$ cat src/rtl/instr_fetch_unit.sv
// rtl/instr_fetch_unit.sv - MIPS instruction fetch stage with 2-entry output buffer and redirect flush
// Optional feature macro: IFU_PERF_CNT_EN (adds perf_fetched / perf_stall counters)
module instr_fetch_unit #(
    parameter int                ADDR_W   = 32,
    parameter logic [ADDR_W-1:0] RESET_PC = '0
) (
    input  logic              clk,
    input  logic              rst_n,
    output logic              imem_req,
    output logic [ADDR_W-1:0] imem_addr,
    input  logic [31:0]       imem_rdata,
    input  logic              redirect_valid,
    input  logic [ADDR_W-1:0] redirect_pc,
    output logic              out_valid,
    input  logic              out_ready,
    output logic [31:0]       out_instr,
    output logic [ADDR_W-1:0] out_pc,
    output logic [ADDR_W-1:0] out_pc_plus4,
    output logic [5:0]        out_opcode,
`ifdef IFU_PERF_CNT_EN
    output logic [31:0]       perf_fetched,
    output logic [31:0]       perf_stall,
`endif
    output logic [5:0]        out_funct
);

    logic [ADDR_W-1:0] pc;
    logic              inflight;
    logic [ADDR_W-1:0] inflight_pc;
    logic              kill;
    logic [31:0]       buf_instr [2];
    logic [ADDR_W-1:0] buf_pc    [2];
    logic              head;
    logic [1:0]        count;

    logic              pop;
    logic              push;
    logic              wr_idx;
    logic [2:0]        occupancy;
    logic [ADDR_W-1:0] target_pc;

    // Handshake, push and request decisions for the current cycle
    always_comb begin
        out_valid = (count != 2'd0);
        pop       = out_valid & out_ready;
        // The returning word is dropped if a redirect lands in the same cycle
        push      = inflight & ~kill & ~redirect_valid;
        wr_idx    = head ^ count[0];
        occupancy = {1'b0, count} + {2'b00, inflight};
        // Only request when the word returning next cycle is guaranteed a free slot
        imem_req  = rst_n & ~redirect_valid & (occupancy < (3'd2 + {2'b00, pop}));
        imem_addr = pc;
        target_pc = {redirect_pc[ADDR_W-1:2], redirect_pc[1:0] & 2'b00};
    end

    // PC, inflight tracking and buffer occupancy; redirect overrides normal flow
    always_ff @(posedge clk) begin
        if (!rst_n) begin
            pc          <= RESET_PC;
            inflight    <= 1'b0;
            inflight_pc <= '0;
            kill        <= 1'b0;
            count       <= 2'd0;
            head        <= 1'b0;
        end else if (redirect_valid) begin
            pc       <= target_pc;
            inflight <= 1'b0;
            kill     <= inflight;
            count    <= 2'd0;
            head     <= 1'b0;
        end else begin
            if (imem_req) begin
                pc          <= pc + ADDR_W'(4);
                inflight_pc <= pc;
            end
            inflight <= imem_req;
            kill     <= 1'b0;
            head     <= head ^ pop;
            count    <= count + {1'b0, push} - {1'b0, pop};
        end
    end

    // Buffer storage; data needs no reset since count gates visibility
    always_ff @(posedge clk) begin
        if (push) begin
            buf_instr[wr_idx] <= imem_rdata;
            buf_pc[wr_idx]    <= inflight_pc;
        end
    end

    // Overflow would mean the request rule is broken
    always_ff @(posedge clk) begin
        if (rst_n && push && !pop) begin
            assert (count != 2'd2);
        end
    end

    // Output fields read zero while the buffer is empty
    always_comb begin
        out_instr    = '0;
        out_pc       = '0;
        out_pc_plus4 = '0;
        if (out_valid) begin
            out_instr    = buf_instr[head];
            out_pc       = buf_pc[head];
            out_pc_plus4 = buf_pc[head] + ADDR_W'(4);
        end
        out_opcode = out_instr[31:26];
        out_funct  = out_instr[5:0];
    end

`ifdef IFU_PERF_CNT_EN
    // Fetched-word and decode-stall counters, free-running with wrap
    always_ff @(posedge clk) begin
        if (!rst_n) begin
            perf_fetched <= '0;
            perf_stall   <= '0;
        end else begin
            if (push) begin
                perf_fetched <= perf_fetched + 32'd1;
            end
            if (out_valid && !out_ready) begin
                perf_stall <= perf_stall + 32'd1;
            end
        end
    end
`endif

endmodule

$ cat config.mk
export PLATFORM = sky130hd
export DESIGN_NAME = instr_fetch_unit
export DESIGN_NICKNAME = d
export VERILOG_FILES = /design/src/rtl/instr_fetch_unit.sv
export SDC_FILE = /design/constraint.sdc
export NUM_CORES = 1
export LEC_CHECK = 0
export ABC_CLOCK_PERIOD_IN_PS = 4500
export CELL_PAD_IN_SITES_DETAIL_PLACEMENT = 1
export CELL_PAD_IN_SITES_GLOBAL_PLACEMENT = 1
export CORE_MARGIN = 5
export CORE_UTILIZATION = 35
export DETAILED_ROUTE_END_ITERATION = 10
export GPL_TIMING_DRIVEN = 0
export PLACE_DENSITY_LB_ADDON = 0.1
export SLEW_MARGIN = 10
export SYNTH_ARGS = -nofsm -noshare
export SYNTH_HDL_FRONTEND = slang
export SYNTH_SLANG_ARGS = --single-unit
$ cat constraint.sdc
create_clock -name clk -period 4.5 [get_ports clk]
set_clock_uncertainty 0.15 [all_clocks]
set_input_delay 0.9 -clock clk [delete_from_list [all_inputs] [get_ports clk]]
set_output_delay 0.9 -clock clk [all_outputs]
set_load 0.01 [all_outputs]
### Cell area per tile

Drawn at 2 px/um. The die is cut into 17 by 17 equal tiles; dark blue is low, red is high, 0 to 100% covered.
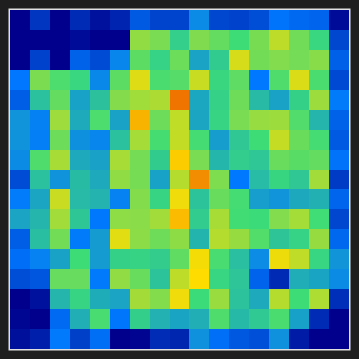
- densest ninth of the die: center
- tiles over 75% full: 1.7%
- nearly empty tiles: 5.9%
- mean over tiles: 41%
- emptiest ninth of the die: upper left
- fullest tile: 87%

### Placement by cell class

Drawn at 2 px/um.
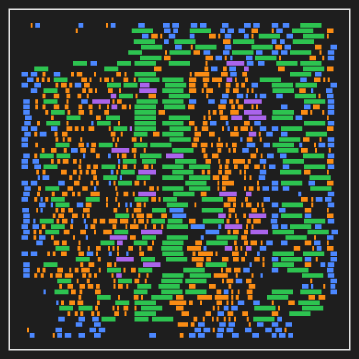
- clock drivers and dummy loads: purple (cells 32; share of their area 5.1%)
- remaining buffers and delay cells: blue (cells 266; share of their area 21%)
- combinational and other logic: orange (cells 549; share of their area 31%)
- sequential cells: green (cells 189; share of their area 43%)

==> per-layer routing <==
layer	wire [um]	vias to the layer above	GRT usage, %
li1	-	3299	-
met1	11850	3108	24.09
met2	11330	156	27.47
met3	1091	13	3.238
met4	199	0	3.920
met5	0	-	0
==> through the flow <==
stage	utilization [%]	hold WS [ps]	cells	total power, mW
3_5_place_dp	45.48	295.3	1334	2.347
6_report	47.94	307.0	1366	3.818
4_1_cts	47.89	313.5	1366	3.866
2_1_floorplan	-	275.4	800	2.133
5_1_grt	47.94	330.5	1366	3.975
3_3_place_gp	45.19	282.8	1331	2.340
==> worst max-delay path by stage <==
stage	slack [ps]	depth (start not counted)	end
final	200	11	out_pc_plus4[30]
after global routing	0.5	11	out_pc_plus4[24]
after CTS	40	7	imem_req
after detailed placement	-290	12	out_pc_plus4[22]
after global placement	-2070	4	buf_instr[0][7]$_DFFE_PP_
after floorplan	170	3	buf_instr[0][0]$_DFFE_PP_
==> power groups by stage <==
stage / registers [mW] / logic, mW / clock network [mW]
global placement: 1.98 / 0.355 / 0
global route: 1.95 / 0.396 / 1.63
detailed placement: 1.98 / 0.364 / 0
finish: 1.94 / 0.360 / 1.51
CTS: 1.94 / 0.367 / 1.56
floorplan: 1.98 / 0.156 / 0
==> repair_timing <==
item	in CTS	in global routing
gates resized	3	4
buffers inserted	2	0
cloned	0	0
endpoints found under the setup margin	13	9
pin swaps	1	0
==> critical path, stage by stage, from the launching register on <==
cell             delay [ps]
dfxtp_2                 400
buf_6                   180
buf_12                  210
mux2_2                  210
ha_2                    210
inv_1                    80
a211oi_4                150
buf_4                   180
nand3_4                 120
o31a_1                  330
nor3_1                  160
clkdlybuf4s50_1         590
==> synth_stat cells (7+ instances only) <==
library cell and count:
a21boi_0 26, a21oi_1 30, and2_1 9, buf_2 12, buf_4 18, clkbuf_1 29, dfxtp_1 65, edfxtp_1 124
inv_1 9, mux2_2 7, mux2i_1 58, nand2_1 90, nand3_1 22, nand4_1 10, nor2_1 85, nor3_1 12
nor4_1 13, o21ai_0 34, o31ai_1 7, xnor2_1 32, xor2_1 15
==> cells by family after synthesis <==
group	Yosys count
buffers and inverters	72
XOR/XNOR	47
adder cells (fa/ha/maj)	6
AND/OR/NAND/NOR	287
other	1
AND-OR/OR-AND	125
flip-flops	189
multiplexers	68
==> area by class of cell <==
type | count | area (um2) | share of cell area (%)
sequential | 189 | 5026 | 41.75
multi-input combinational | 539 | 3550 | 29.49
timing repair buffer | 206 | 2090 | 17.36
clock buffer | 19 | 442.9 | 3.679
tap | 330 | 412.9 | 3.430
buffer | 60 | 330.3 | 2.744
clock inverter | 13 | 148.9 | 1.237
inverter | 10 | 37.54 | 0.3118
==> sequential cells by signal, summed over array words and instances, names as in the netlist <==
signal / flops
kill: 1
inflight: 1
count: 2
imem_addr: 30
buf_pc: 60
inflight_pc: 30
head: 1
buf_instr: 64
==> results.cfg <==
; implementation run metrics
[run_status]
status = finished, final reports clean

[die]
die_w_um = 169.5
dieArea_um2 = 28730
die_y_um = 169.5
fp_util_pct = 35.46

[drt]
num_vias = 6576
drt_wl_total_um = 24460
ant_nets = 0
drt_iter0_drc = 232
wire_per_inst_um = 17.91

[setup_path]
timing.rr.start = head$_SDFF_PP0_
worstPathRequired_ps = 3450
crit_path_end_kind = primary output
cp_data_arrival_time_ps = 3250
worstPathMaxFanout = 28

[cells_and_area]
fin_area_um2 = 12040
final_nets = 1097

[power]
power_switching_mw = 0.9301
seqPwrFrac_pct = 50.9
pwr-share-comb_pct = 9.4

[synthesis]
top_area_share_pct = 41.82
yosys_warnings = 0
synth.avg_cell_area_um2 = 11.20
mux_share_pct = 7.785
synth_cell_types = 65
ys_seq_share_pct = 56.44
ys_ff = 189
synth_top_flop_cell = edfxtp_1
syn_area_um2 = 8904

[timing]
finalCritPeriodShare_pct = 95.60
tightest_slew_ps = 626.3
maxSlewHeadroom_pct = 58.24
tns_ps = 0

[global_routing]
grt_pass1_wl_um = 38850
antenna_found_initial = 0
grt-ovfl-total = 0

[placed_design]
pre_cts_ws_ps = -285.4

[hold_path]
min_path_cells = 0

[flow_run]
maxCapViolCount = 0

[clock_tree]
clkLatencyLatePin_ps = 430
root_buffer = clkbuf_16
Power is estimated from default activity; no workload was simulated.
